<file path="config.mk">
export PLATFORM = sky130hd
export DESIGN_NAME = nfet_settle_monitor
export DESIGN_NICKNAME = d
export VERILOG_FILES = /design/src/rtl/nfet_settle_monitor_pkg.sv /design/src/rtl/nfet_settle_monitor_sync_chain.sv /design/src/rtl/nfet_settle_monitor.sv
export SDC_FILE = /design/constraint.sdc
export NUM_CORES = 1
export LEC_CHECK = 0
export CAP_MARGIN = 20
export CORE_MARGIN = 2
export CORE_UTILIZATION = 50
export CTS_CLUSTER_SIZE = 16
export DETAILED_ROUTE_END_ITERATION = 10
export PLACE_DENSITY = 0.74
export SKIP_LAST_GASP = 1
export SYNTH_ARGS = -nofsm -noshare
export SYNTH_HDL_FRONTEND = slang
export SYNTH_SLANG_ARGS = --single-unit
</file>
<file path="constraint.sdc">
create_clock -name clk -period 2.4 [get_ports clk]
set_clock_uncertainty 0.1 [all_clocks]
set_input_delay 0.36 -clock clk [delete_from_list [all_inputs] [get_ports clk]]
set_output_delay 0.36 -clock clk [all_outputs]
set_load 0.02 [all_outputs]
</file>
<file path="src/rtl/nfet_settle_monitor_pkg.sv">
`default_nettype none
// +----------------------------------------------------------------------------+
// | Module  : q2_sim_pkg                                                       |
// | Brief   : Shared types, constants and helpers for the nfet settle monitor. |
// | Revision: 1.0                                                              |
// +----------------------------------------------------------------------------+
package q2_sim_pkg;

  localparam int c_cnt_w_default = 12;

  typedef enum logic [0:0] {
    IDLE = 1'b0,
    WAIT = 1'b1
  } settle_state_t;

  // Saturating increment at 2**width-1; width must stay below 32.
  function automatic logic [31:0] sat_inc(input logic [31:0] value, input int unsigned width);
    logic [31:0] w_max;
    w_max = (32'd1 << width) - 32'd1;
    return (value >= w_max) ? w_max : value + 32'd1;
  endfunction

endpackage
`default_nettype wire

</file>
<file path="src/rtl/nfet_settle_monitor_sync_chain.sv">
`default_nettype none
// +----------------------------------------------------------------------------+
// | Module  : sync_chain                                                       |
// | Brief   : Async-reset flop chain bringing the drain level into clk domain. |
// | Revision: 1.0                                                              |
// +----------------------------------------------------------------------------+
module sync_chain #(
  parameter int   STAGES    = 2,
  parameter logic RESET_VAL = 1'b1
) (
  input  logic clk,
  input  logic rstn,
  input  logic d,
  output logic q
);

  logic [STAGES-1:0] r_sync;

  always_ff @(posedge clk or negedge rstn) begin
    if (!rstn) begin
      r_sync <= {STAGES{RESET_VAL}};
    end else begin
      r_sync <= {r_sync[STAGES-2:0], d};
    end
  end

  assign q = r_sync[STAGES-1];

endmodule
`default_nettype wire

</file>
<file path="src/rtl/nfet_settle_monitor.sv">
`default_nettype none
// +----------------------------------------------------------------------------+
// | Module  : nfet_settle_monitor                                              |
// | Brief   : Measures drain settle latency against the gate/source target.    |
// | Revision: 1.0                                                              |
// +----------------------------------------------------------------------------+
module nfet_settle_monitor
  import q2_sim_pkg::*;
#(
  parameter int SYNC_STAGES  = 2,
  parameter int CNT_W        = c_cnt_w_default,
  parameter int MAX_RISE_CYC = 40,
  parameter int MAX_FALL_CYC = 4
) (
  input  logic             clk,
  input  logic             rstn,
  input  logic             gate,
  input  logic             source,
  input  logic             drain,
  input  logic             clr,
  output logic             drain_sync,
  output logic             busy,
  output logic             done,
  output logic [CNT_W-1:0] last_lat,
  output logic [CNT_W-1:0] max_rise,
  output logic [CNT_W-1:0] max_fall,
  output logic             rise_viol,
  output logic             fall_viol,
  output logic [7:0]       overrun_cnt
);

  localparam logic [CNT_W-1:0] c_max_rise = CNT_W'(MAX_RISE_CYC);
  localparam logic [CNT_W-1:0] c_max_fall = CNT_W'(MAX_FALL_CYC);

  settle_state_t    r_state;
  logic             r_exp;
  logic             r_exp_prev;
  logic             r_tgt;
  logic [CNT_W-1:0] r_cnt;
  logic             r_done;
  logic [CNT_W-1:0] r_last_lat;
  logic [CNT_W-1:0] r_max_rise;
  logic [CNT_W-1:0] r_max_fall;
  logic             r_rise_viol;
  logic             r_fall_viol;
  logic [7:0]       r_overrun;
  logic             w_drain_sync;
  logic             w_tchg;
  logic             w_match;

  sync_chain #(
    .STAGES   (SYNC_STAGES),
    .RESET_VAL(1'b1)
  ) u_sync (
    .clk (clk),
    .rstn(rstn),
    .d   (drain),
    .q   (w_drain_sync)
  );

  assign w_tchg  = (r_exp != r_exp_prev);
  assign w_match = (w_drain_sync == r_tgt);

  always_ff @(posedge clk or negedge rstn) begin
    if (!rstn) begin
      r_state     <= IDLE;
      r_exp       <= 1'b1;
      r_exp_prev  <= 1'b1;
      r_tgt       <= 1'b1;
      r_cnt       <= '0;
      r_done      <= 1'b0;
      r_last_lat  <= '0;
      r_max_rise  <= '0;
      r_max_fall  <= '0;
      r_rise_viol <= 1'b0;
      r_fall_viol <= 1'b0;
      r_overrun   <= '0;
    end else begin
      r_exp      <= ~gate | source;
      r_exp_prev <= r_exp;
      r_done     <= 1'b0;
      case (r_state)
        IDLE: begin
          if (w_tchg) begin
            r_state <= WAIT;
            r_cnt   <= CNT_W'(1);
            r_tgt   <= r_exp;
          end
        end
        WAIT: begin
          if (w_match) begin
            r_done     <= 1'b1;
            r_last_lat <= r_cnt;
            if (r_tgt) begin
              if (r_cnt > r_max_rise) r_max_rise <= r_cnt;
            end else begin
              if (r_cnt > r_max_fall) r_max_fall <= r_cnt;
            end
          end
          if (r_tgt && (r_cnt > c_max_rise)) r_rise_viol <= 1'b1;
          if (!r_tgt && (r_cnt > c_max_fall)) r_fall_viol <= 1'b1;
          // A new target always restarts the wait; only an unfinished edge counts as overrun.
          if (w_tchg) begin
            r_tgt <= r_exp;
            r_cnt <= CNT_W'(1);
            if (!w_match && (r_overrun != 8'hFF)) r_overrun <= r_overrun + 8'd1;
          end else if (w_match) begin
            r_state <= IDLE;
          end else begin
            r_cnt <= CNT_W'(sat_inc(32'(r_cnt), CNT_W));
          end
        end
        default: r_state <= IDLE;
      endcase
      if (clr) begin
        r_max_rise  <= '0;
        r_max_fall  <= '0;
        r_rise_viol <= 1'b0;
        r_fall_viol <= 1'b0;
        r_overrun   <= '0;
      end
    end
  end

  assign drain_sync  = w_drain_sync;
  assign busy        = (r_state == WAIT);
  assign done        = r_done;
  assign last_lat    = r_last_lat;
  assign max_rise    = r_max_rise;
  assign max_fall    = r_max_fall;
  assign rise_viol   = r_rise_viol;
  assign fall_viol   = r_fall_viol;
  assign overrun_cnt = r_overrun;

endmodule
`default_nettype wire

</file>
==> impl_metrics.csv, run 1 <==
group,metric,value,unit
sta,slew_headroom,52.8,%
floorplanning,die-area,0.00818,mm²
pwr,max-vdd-ir-drop,0.447,mV
setup_path,critPathTopFamily,"AND-OR/OR-AND gates",
setup_path,slowest_stage,"a221o_2",
global_route,antenna_found_initial,0,
sta,hold_viol,0,
min_path,hp-class,"reg -> reg",
global_route,grt_start_max_net_pins,66,
pwr,power_density,643,mW/mm²
setup_path,cp-start-kind,"register",
floorplanning,die_y,90.5,µm
logic_synthesis,edf_count,0,
sta,fmax,0.424,GHz
cells_and_area,lay_top_count,"dfrtp_1",
logic_synthesis,syn_avg_cell_area,9.84,µm²
logic_synthesis,synth_cell_types,52,
logic_synthesis,ys_warn_count,0,
clock_network,clock_sinks,65,
global_route,grt_remaining_overflow,0,
setup_path,max_stage_delay,0.46,ns
global_route,grt_use_met1,30.5,%
clock_network,cts_tree,"yes",
job,tool_warnings,28,
floorplanning,core_area,0.00725,mm²
logic_synthesis,ys_dominant_reg_cell,"dfrtp_1",
logic_synthesis,ys_cells,380,
placement,routabilityCongestion,0.820,
setup_path,crit_buf_inv,2,
sta,report.final.slew_viol_count,0,
detailed_routing,ant_nets,0,
floorplanning,num_rows,31,
logic_synthesis,synthArstFlopShare,100,%
cells_and_area,fillers,561,
detailed_routing,drc,0,
clock_network,worstSkewPairLatency,0.35,ns
global_route,grt-busiest-layer,"met2",
cells_and_area,syn2layout_area_growth,30.3,%
sta,period_used_share,98.2,%
sta,tightestPinTransition,0.701,ns
setup_path,path_cells,"inv_2 > ha_4 > and2_4 > a221o_1 > a221o_2 > buf_6 > o2111ai_4 > o311ai_2",
outcome,status,"completed",
global_route,grt_first_pass_wirelength,15400,µm
detailed_routing,first_pass_iters,4,
global_route,use_met3,4.42,%
floorplanning,fp_util,51.5,%
floorplanning,fp.dieW,90.5,µm
sta,rsz0062_at_grt,"yes",
job,maxCapViolations,0,
floorplanning,pin_count,55,
placement,placement.io_buffers,54,
cells_and_area,antennaDiodeCount,0,
setup_path,crit_required,2.52,ns
logic_synthesis,synth_area,0.00374,mm²
setup_path,cp.arrival,2.47,ns
cells_and_area,layout.nets,481,
setup_path,critPathCaptureType,"register",
clock_network,cts_max_path_buffers,2,
sta,min_period,2.36,ns
sta,setup_viol,0,
global_route,grt_pass1_vias,3085,
detailed_routing,vias_per_cell,5.78,
pwr,leakage,2.09,nW
clock_network,cts_root_buffer,"clkbuf_8",
setup_path,cp_max_fo,6,
cells_and_area,drive_above_1_share,19.2,%
logic_synthesis,ys_area,0.00374,mm²
clock_network,cts_inserted_buffers,9,
logic_synthesis,synthesis.instances,380,
clock_network,clk_pin_slew,0.07,ns
cells_and_area,final_cell_mix,"dfrtp_1, clkdlybuf4s50_1, nand2_1, inv_1, ha_1",
detailed_routing,dr.first_iter.drc_count,265,
placement,post-dp-hpwl,6170,µm
logic_synthesis,ys.flops,65,
logic_synthesis,synth_seq_share,43.7,%
setup_path,worst-setup-path-type,"reg -> reg",
clock_network,htreeDepth,3,
logic_synthesis,syn_nets,413,
sta,fin_hold_ws,0.256,ns
run 1: path summary, 6_finish.rpt:
path	cells after the start	to	slack (ns)	start
min in group asynchronous	3	max_rise[9]	0.44	rstn
hold / removal	0	u_sync.r_sync[1]	0.26	u_sync.r_sync[0]
setup reg to reg	8	max_fall[3]	0.04	max_fall[7]
hold reg to reg	0	u_sync.r_sync[1]	0.26	u_sync.r_sync[0]
setup / recovery	8	max_fall[3]	0.04	max_fall[7]
max in group asynchronous	3	u_sync.r_sync[0]	1.41	rstn
run 1: power by group:
part | total (W) | switching, W | internal, W | leakage (nW)
sequential | 0.00125 | 0.0000829 | 0.00116 | 0.878
clock | 0.00113 | 0.000422 | 0.000713 | 0.126
combinational | 0.000750 | 0.000456 | 0.000294 | 1.09
run 1: what timing repair did:
action	in CTS	in global routing
setup buffers	0	4
hold endpoints to repair	60	0
hold buffers	1	0
setup endpoints to repair	1	14
pin swaps	0	11
gates resized	1	34
cloned	0	0
run 1: layout make-up:
type / instances / area [µm²] / area share (%)
clock inverters: 6 / 105 / 2.16
clock buffers: 10 / 138 / 2.83
multi-input cells: 259 / 1980 / 40.6
flip-flops and latches: 65 / 1630 / 33.5
inverters: 32 / 120 / 2.47
repair buffers: 81 / 773 / 15.9
well taps: 99 / 124 / 2.54
run 1: layer usage:
metal | vias up | share of wire, %
li1 | 1525 | -
met1 | 1552 | 45
met2 | 97 | 48
met3 | 14 | 4.9
met4 | 0 | 2.0
met5 | - | 0
run 1: sequential cells by signal, summed over array words and instances (netlist names):
name           flops
u_sync.r_sync      2
max_fall          12
r_exp_prev         1
max_rise          12
r_exp              1
fall_viol          1
last_lat          12
done               1
overrun_cnt        8
r_tgt              1
rise_viol          1
busy               1
r_cnt             12
run 1: cells by family after synthesis:
kind of cell             Yosys count  share of synthesized area, %
AND/OR/NAND/NOR                  130                          18.2
AND-OR/OR-AND                     70                          13.7
flip-flops                        65                          43.7
buffers and inverters             56                          6.73
adder cells (fa/ha/maj)           27                          9.04
multiplexers                      22                          6.16
XOR/XNOR                          10                          2.54
run 1: cells in the mapped netlist (3+ instances only):
master	count	area (µm²)
inv_1	32	120
mux2i_1	14	140
o21ai_0	10	50.1
o311ai_0	11	96.3
ha_1	27	338
nand3_1	9	45.0
nor2b_1	3	18.8
o2111ai_1	12	105
dfstp_2	5	131
nor3_1	11	55.1
dfrtp_1	60	1500
nand4_1	20	125
a211oi_1	3	22.5
a31oi_1	5	31.3
buf_2	4	20.0
nor4_1	4	25.0
o211ai_1	4	30.0
clkbuf_1	13	48.8
mux2_2	8	90.1
nor3b_1	3	22.5
nor2_1	20	75.1
xnor2_1	9	78.8
nand2_1	45	169
nand2b_1	4	25.0
a21oi_1	12	60.1
run 1: per-stage QoR:
step	power [W]	setup slack (ns)	instance area (µm²)	instances	TNS [ns]
floorplan	0.00169	0.0813	3740	380	0
global placement	0.00194	0.113	4460	531	0
detailed placement	0.00196	0.0102	4460	531	0
CTS	0.00310	0.0467	4720	548	0
global route	0.00327	-0.0389	4870	552	-0.0916
finish	0.00313	0.0438	4870	552	0
Figure 1. Signal wires by layer (run 1).
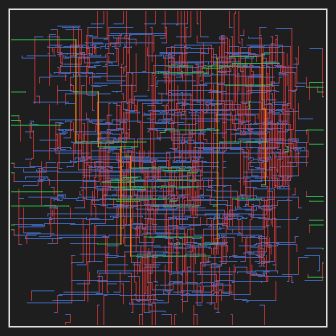
- orange: M4 (wire length 193 µm)
- blue: M1 (wire length 4,220 µm)
- red: M2 (wire length 4,550 µm)
- green: M3 (wire length 462 µm)
wire length per cell: 17.1 µm
Total GRT Usage: 23.4%
total number of vias: 3,188
final WL: 9420 µm

Figure 2. Track usage over the die (run 1).
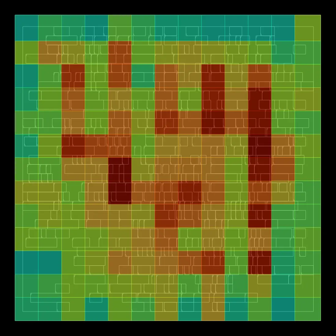
post-layout utilization of the core: 67.1%
GR Util met2: 37.3%

Figure 3. Met2 routing (run 1).
Cells faint in the background.
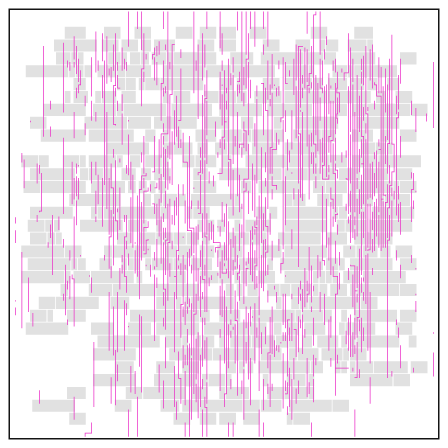
- share of all routed wire: 48%
- nets with wire on the layer: 403
- main direction: vertical

Figure 4. Routed clock nets over the placement (run 1).
The bar under the picture is 20 µm long.
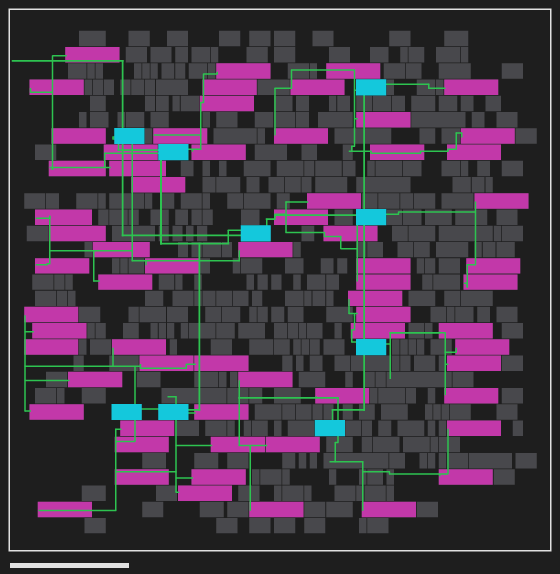

==> inputs of run 2 (changes only) <==
--- a/config.mk
+++ b/config.mk
@@ -5,7 +5,7 @@
 export SDC_FILE = /design/constraint.sdc
 export NUM_CORES = 1
 export LEC_CHECK = 0
-export CAP_MARGIN = 20
+export CAP_MARGIN = 10
 export CORE_MARGIN = 2
 export CORE_UTILIZATION = 50
 export CTS_CLUSTER_SIZE = 16
@@ -15,3 +15,4 @@
 export SYNTH_ARGS = -nofsm -noshare
 export SYNTH_HDL_FRONTEND = slang
 export SYNTH_SLANG_ARGS = --single-unit
+export TNS_END_PERCENT = 5
Figure 5. Routed clock nets over the placement (run 2).
The bar under the picture is 20 µm long.
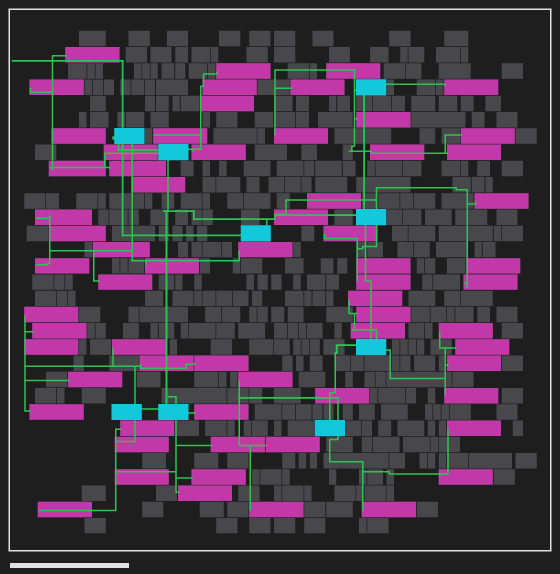
- cyan: clock-net drivers (count 9)
- magenta: flip-flops (count 65)
- green: clock wires (length 834 µm)
- routed clock nets: 10

Figure 6. Signal wires on met3 (run 2).
The bar under the picture is 20 µm long. Cells faint in the background.
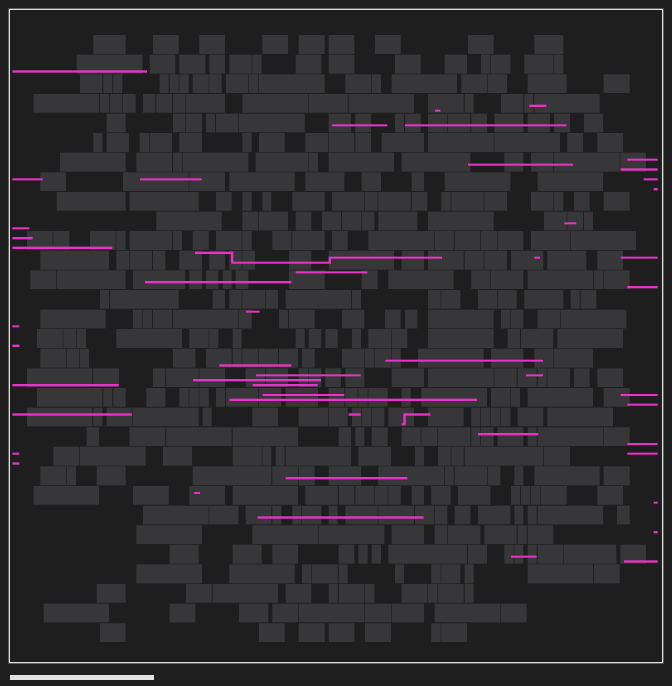
- share of all routed wire: 4.4%
- nets with wire on the layer: 41
- longest straight run: 34.0 µm
- wire length on this layer: 413 µm
- main direction: horizontal
total number of vias: 3,181
met3 Resource Use GR: 4.42%

Figure 7. Signal wires by layer (run 2).
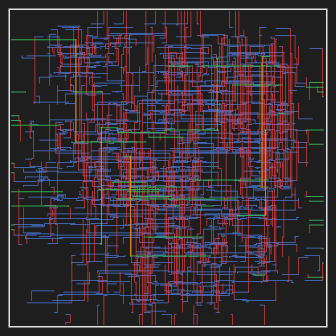
- blue: M1 (wire length 4,200 µm)
- green: M3 (wire length 413 µm)
- orange: M4 (wire length 173 µm)
- red: M2 (wire length 4,650 µm)

==> impl_metrics.csv, run 2 <==
group,metric,value,unit
outcome,status,"completed",
detailed_routing,vias_per_cell,5.76,
clock_network,cts_tree,"yes",
global_route,grt_use_met1,30.5,%
floorplanning,fp.dieW,90.5,µm
min_path,worstHoldPathCells,0,
clock_network,worstSkewPairLatency,0.34,ns
pwr,power_density,642,mW/mm²
setup_path,cp_max_fo,6,
logic_synthesis,ys_warn_count,0,
sta,setup_ws,0.0142,ns
cells_and_area,antennaDiodeCount,0,
setup_path,cp-start-kind,"register",
logic_synthesis,common_cells,"dfrtp_1, nand2_1, inv_1",
cells_and_area,syn2layout_area_growth,30.2,%
clock_network,clock_sinks,65,
cells_and_area,stdcell_count,552,
logic_synthesis,synthArstFlopShare,100,%
pwr,max-vdd-ir-drop,0.447,mV
cells_and_area,final_cell_mix,"dfrtp_1, clkdlybuf4s50_1, nand2_1, inv_1, ha_1",
sta,setup_viol,0,
sta,report.final.slew_viol_count,0,
min_path,hold_path_end,"u_sync.r_sync[1]",
sta,tightestPinTransition,0.799,ns
logic_synthesis,top_cell_area_share,40.2,%
floorplanning,fp_util,51.5,%
floorplanning,die-area,0.00818,mm²
detailed_routing,drc,0,
placement,placement.io_buffers,54,
global_route,grt_remaining_overflow,0,
placement,pre_cts_ws,0.0102,ns
logic_synthesis,edf_count,0,
global_route,grt-busiest-layer,"met2",
global_route,antenna_found_initial,0,
detailed_routing,ant_nets,0,
logic_synthesis,netlist_top_cells_area,"dfrtp_1, ha_1, nand2_1",
sta,hold_viol,0,
clock_network,cts_max_path_buffers,2,
pwr,total_power,0.00312,W
logic_synthesis,syn_nets,413,
min_path,hp-class,"reg -> reg",
placement,place_inst,531,
global_route,grt_pass1_vias,3085,
global_route,globalRouteMet2Util,37.3,%
sta,min_period,2.39,ns
clock_network,cts_inserted_buffers,9,
clock_network,htreeDepth,3,
job,tool_warnings,28,
floorplanning,core_area,0.00725,mm²
cells_and_area,drive_above_1_share,18.8,%
job,maxCapViolations,0,
sta,slew_headroom,46.2,%
placement,routabilityCongestion,0.820,
sta,period_used_share,99.4,%
detailed_routing,dr.first_iter.drc_count,251,
global_route,grt_start_max_net_pins,66,
cells_and_area,layout.nets,481,
setup_path,rr_startpoint,"max_fall[5]",
logic_synthesis,syn_avg_cell_area,9.84,µm²
floorplanning,num_rows,31,
logic_synthesis,top_area_cell,"dfrtp_1",
setup_path,crit_required,2.51,ns
pwr,leakage,2.09,nW
logic_synthesis,top_cell,"dfrtp_1",
placement,post-dp-hpwl,6170,µm
sta,fmax,0.419,GHz
cells_and_area,fillers,559,
clock_network,cts_root_buffer,"clkbuf_8",
detailed_routing,wire_per_inst,17.1,µm
logic_synthesis,ys_dominant_reg_cell,"dfrtp_1",
setup_path,worst-setup-path-type,"reg -> reg",
detailed_routing,wl,9430,µm
global_route,grt_first_pass_wirelength,15400,µm
cells_and_area,lay_top_count,"dfrtp_1",
logic_synthesis,synth_area,0.00374,mm²
global_route,grt.total_usage,23.4,%
clock_network,clk_pin_slew,0.07,ns
logic_synthesis,synthesis.instances,380,
logic_synthesis,synth_seq_share,43.7,%
cells_and_area,fin_util,67.1,%
logic_synthesis,synth_cell_types,52,
logic_synthesis,ys_cells,380,
floorplanning,die_y,90.5,µm
floorplanning,pin_count,55,
logic_synthesis,ys_area,0.00374,mm²
setup_path,reg2reg_depth,8,
setup_path,cp.arrival,2.50,ns
logic_synthesis,ys.flops,65,
min_path,hp-start,"u_sync.r_sync[0]",
setup_path,reg2reg_setup_slack,0.01,ns
setup_path,critPathCaptureType,"register",
sta,rsz0062_at_grt,"yes",
detailed_routing,first_pass_iters,4,
setup_path,r2r-end,"max_fall[3]",
[run 2: cell counts in the layout (fill, tap and decap cells not counted)]
No cell type changed its count.
[run 2: routing by layer]
metal | part of all wire (%) | wire length [µm] | vias to the layer above
met1 | 45 | 4200 | 1571
met5 | 0 | 0 | -
met3 | 4.4 | 413 | 12
met2 | 49 | 4650 | 78
met4 | 1.8 | 173 | 0
li1 | - | - | 1520
[run 2: layout make-up]
class	count	area (µm²)	share of cell area (%)
Sequential cell	65	1630	33.5
Timing Repair Buffer	81	773	15.9
Clock inverter	6	105	2.16
Multi-Input combinational cell	259	1980	40.6
Inverter	32	120	2.47
Clock buffer	10	138	2.83
Tap cell	99	124	2.54
[run 2: where the power goes]
group	internal (W)	total, W	switching (W)
registers	0.00116	0.00125	0.0000823
clock network	0.000713	0.00113	0.000419
logic	0.000294	0.000747	0.000452
total	0.00217	0.00312	0.000954
[run 2: timing repair]
| item | in CTS | in global routing |
|---|---|---|
| setup buffers | 0 | 4 |
| endpoints found under the setup margin | 1 | 14 |
| hold buffers | 1 | 0 |
| gates resized | 1 | 32 |
| hold endpoints to repair | 60 | 0 |
| pin swaps | 0 | 10 |
[run 2: how the worst max path moves through the flow]
stage                      startpoint           end  slack [ns]  depth (start not counted)
after floorplan           max_fall[5]  max_fall[10]        0.08                          8
after global placement    max_fall[5]   max_fall[5]        0.11                          7
after detailed placement  max_fall[7]   max_fall[0]        0.01                          7
after CTS                 max_fall[5]   max_fall[0]        0.05                          7
after global routing      max_fall[5]   max_fall[3]       -0.08                          8
final                     max_fall[5]   max_fall[3]        0.01                          8
[run 2: worst max-delay path: stages, from the launching register on]
cell       delay (ns)
dfrtp_1          0.40
inv_1            0.12
ha_4             0.22
a21o_1           0.15
a221o_1          0.33
a221o_2          0.46
buf_6            0.18
o2111ai_4        0.17
o311ai_2         0.12
[run 2: stage by stage]
step	area, µm²	hold slack, ns	setup TNS [ns]
6_report	4870	0.256	0
5_1_grt	4870	0.262	-0.470
4_1_cts	4720	0.258	0
3_5_place_dp	4460	0.247	0
3_3_place_gp	4460	0.247	0
2_1_floorplan	3740	-0.0356	0
[run 2: cells by family after synthesis]
logic type,share of synthesized area [%]
xor+xnor,2.54
simple gates,18.2
buf+inv,6.73
compound gates,13.7
mux,6.16
flops,43.7
fa+ha+maj,9.04
Figure 8. Track usage over the die (run 2).
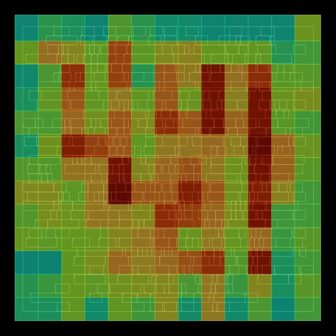

==> inputs of run 3 (changes only) <==
--- a/config.mk
+++ b/config.mk
@@ -5,11 +5,12 @@
 export SDC_FILE = /design/constraint.sdc
 export NUM_CORES = 1
 export LEC_CHECK = 0
-export CAP_MARGIN = 10
+export ABC_AREA = 1
 export CORE_MARGIN = 2
 export CORE_UTILIZATION = 50
 export CTS_CLUSTER_SIZE = 16
 export DETAILED_ROUTE_END_ITERATION = 10
+export GPL_TIMING_DRIVEN = 0
 export PLACE_DENSITY = 0.74
 export SKIP_LAST_GASP = 1
 export SYNTH_ARGS = -nofsm -noshare
Figure 9. Track usage over the die (run 3).
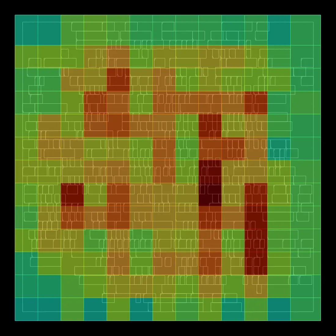
wire length per cell: 13.8 µm
most used routing layer: met2
met3 Resource Use GR: 3.94%

Figure 10. Routed clock nets over the placement (run 3).
The bar under the picture is 20 µm long.
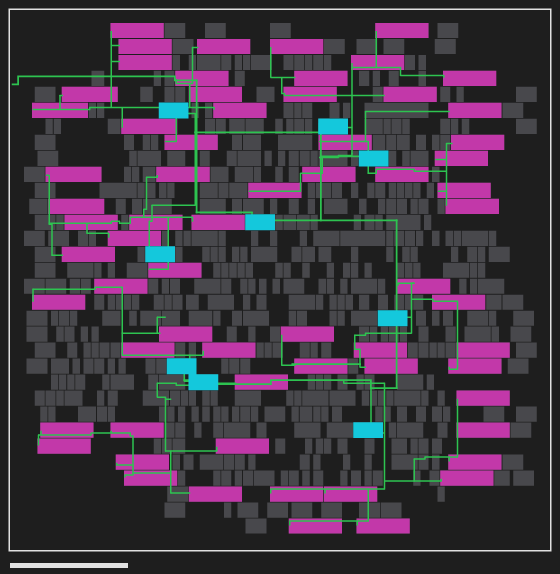
- green: clock wires (length 877 µm)
- magenta: flip-flops (count 65)
- cyan: clock-net drivers (count 9)
- flops lie: widely spread
- routed clock nets: 10
Clock group: 0.000969 W
Clock Latency Late Sink: 0.35 ns
power share of the clock group: 32.5%

Figure 11. Met2 routing (run 3).
Cells faint in the background.
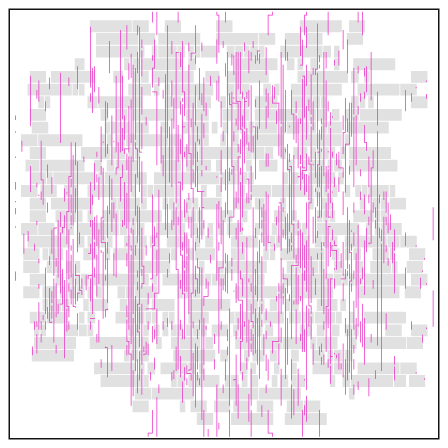
- nets with wire on the layer: 469
- longest straight run: 45.9 µm
total number of vias: 3,429
GR Util met2: 37.4%
final WL: 9090 µm

==> impl_metrics.csv, run 3 <==
group,metric,value,unit
outcome,status,"completed",
logic_synthesis,top_cell_area_share,38.9,%
logic_synthesis,synthMuxAreaShare,0,%
floorplanning,fp.dieW,91.9,µm
logic_synthesis,simple_gate_area_share,30.9,%
logic_synthesis,ys_cells,488,
logic_synthesis,common_cells,"nand2_1, nand3_1, inv_1",
detailed_routing,vias_per_cell,5.20,
pwr,power_density,631,mW/mm²
sta,tightestPinTransition,0.809,ns
logic_synthesis,top_area_cell,"dfrtp_1",
global_route,grt_start_max_net_pins,66,
logic_synthesis,syn_avg_cell_area,7.91,µm²
clock_network,cts_resized,0,
clock_network,cts_max_path_buffers,2,
cells_and_area,antennaDiodeCount,0,
logic_synthesis,edf_count,0,
detailed_routing,drc,0,
logic_synthesis,synth_cell_types,32,
global_route,grt_pass1_vias,3251,
cells_and_area,layout.nets,586,
placement,pre_cts_ws,0.447,ns
setup_path,critPathCaptureType,"primary output",
pwr,max-vdd-ir-drop,0.322,mV
logic_synthesis,synth_area,0.00386,mm²
logic_synthesis,ys_warn_count,0,
min_path,hp-class,"in -> async",
sta,fin_hold_ws,0.000395,ns
logic_synthesis,ys_sh_aoi,6.51,%
cells_and_area,stdcell_area,0.00473,mm²
logic_synthesis,xor_share,1.81,%
setup_path,crit_buf_inv,1,
global_route,grt_remaining_overflow,0,
job,maxCapViolations,0,
cells_and_area,syn2layout_area_growth,22.5,%
sta,min_period,1.98,ns
clock_network,htreeDepth,3,
clock_network,cts_root_buffer,"clkbuf_8",
pwr,leakage,2.41,nW
setup_path,critPathTopFamily,"buffers and inverters",
logic_synthesis,synthArstFlopShare,100,%
job,tool_warnings,27,
clock_network,post_cts_buffers,0,
floorplanning,core_area,0.00761,mm²
logic_synthesis,ys.flops,65,
detailed_routing,dr.first_iter.drc_count,210,
cells_and_area,fillers,672,
setup_path,crit_path_start,"u_sync.r_sync[1]",
detailed_routing,first_pass_iters,4,
clock_network,clock_sinks,65,
logic_synthesis,synthesis.instances,488,
sta,setup_ws,0.423,ns
global_route,grt.total_usage,23.0,%
logic_synthesis,syn_nets,521,
floorplanning,pin_count,55,
logic_synthesis,top_logic_kind,"simple AND/OR/NAND/NOR gates",
setup_path,max_stage_delay,0.61,ns
floorplanning,die_y,91.9,µm
sta,period_used_share,82.4,%
setup_path,cp_max_fo,4,
sta,setup_viol,0,
clock_network,cts_tree,"yes",
setup_path,cp.arrival,1.52,ns
logic_synthesis,ys_dominant_reg_cell,"dfrtp_1",
logic_synthesis,synth_seq_share,42.3,%
cells_and_area,drive_above_1_share,11.5,%
cells_and_area,lay_top_count,"nand2_1",
global_route,grt_first_pass_wirelength,15400,µm
placement,dpl-instance-area,0.00453,mm²
clock_network,clk_pin_slew,0.08,ns
global_route,antenna_found_initial,0,
placement,placement.io_buffers,54,
logic_synthesis,adder_share,8.75,%
sta,slew_headroom,46.0,%
floorplanning,die-area,0.00844,mm²
detailed_routing,ant_nets,0,
clock_network,cts_inserted_buffers,9,
setup_path,cp-start-kind,"register",
sta,fmax,0.506,GHz
sta,hold_viol,0,
cells_and_area,fin_util,62.2,%
setup_path,slowest_stage,"clkdlybuf4s50_1",
sta,rsz0062_at_grt,"no",
setup_path,crit_required,1.94,ns
setup_path,rr_startpoint,"r_cnt[11]",
cells_and_area,final_cell_mix,"nand2_1, nand3_1, inv_1, dfrtp_1, clkdlybuf4s50_1",
placement,post-dp-hpwl,6810,µm
setup_path,worst-setup-path-type,"reg -> out",
floorplanning,num_rows,32,
run 3: cell types whose count changed after synthesis, sizes merged, moves of 12 or more:
cell     previous run  this run
nand2              45       122
inv                32        73
o2111ai            12         0
nor2               20        38
clkbuf             16         2
nand3              10        78
o311ai             12         0
nand4              21         7
mux2i              14         0
o21ai              10        31
run 3: worst paths after layout:
path / to / slack, ns / cells after the start
max: drain_sync / 0.42 / 1
min in group clk: u_sync.r_sync[1] / 0.26 / 0
min reg2reg: u_sync.r_sync[1] / 0.26 / 0
max in group asynchronous: r_cnt[1] / 1.67 / 1
min: max_fall[11] / 0.0004 / 1
max reg2reg: max_rise[2] / 0.45 / 11
run 3: final cells by class:
class                      count  area (µm²)  area share, %
sequential                    65        1630           34.5
multi-input combinational    334        1850           39.2
inverter                      74         279           5.89
tap                          102         128           2.70
clock buffer                  11         151           3.20
timing repair buffer          54         538           11.4
buffer                        15        96.3           2.04
clock inverter                 5        53.8           1.14
run 3: logic make-up after synthesis:
kind of cell,count (synthesis)
fa+ha+maj,27
flops,65
simple gates,255
buf+inv,89
xor+xnor,8
compound gates,44
run 3: report_power, final:
| group | switching [W] | internal, W | total, W |
|---|---|---|---|
| combinational | 0.000502 | 0.000283 | 0.000785 |
| sequential | 0.0000682 | 0.00116 | 0.00123 |
| clock | 0.000436 | 0.000533 | 0.000969 |
| total | 0.00101 | 0.00198 | 0.00299 |
run 3: through the flow:
step | TNS [ns] | power, W | instances
6_report | 0 | 0.00299 | 660
5_1_grt | 0 | 0.00315 | 660
4_1_cts | 0 | 0.00299 | 660
3_5_place_dp | 0 | 0.00203 | 644
3_3_place_gp | -78.22 | 0.00201 | 644
2_1_floorplan | 0 | 0.00178 | 488
run 3: routing by layer:
metal  wire (µm)  GRT usage [%]  up-vias
li1            -              -     1694
met1        4110           30.9     1633
met2        4390           37.4       88
met3         447           3.94       14
met4         132           9.08        0
met5           0              0        -
Power and IR drop assume default switching activity.
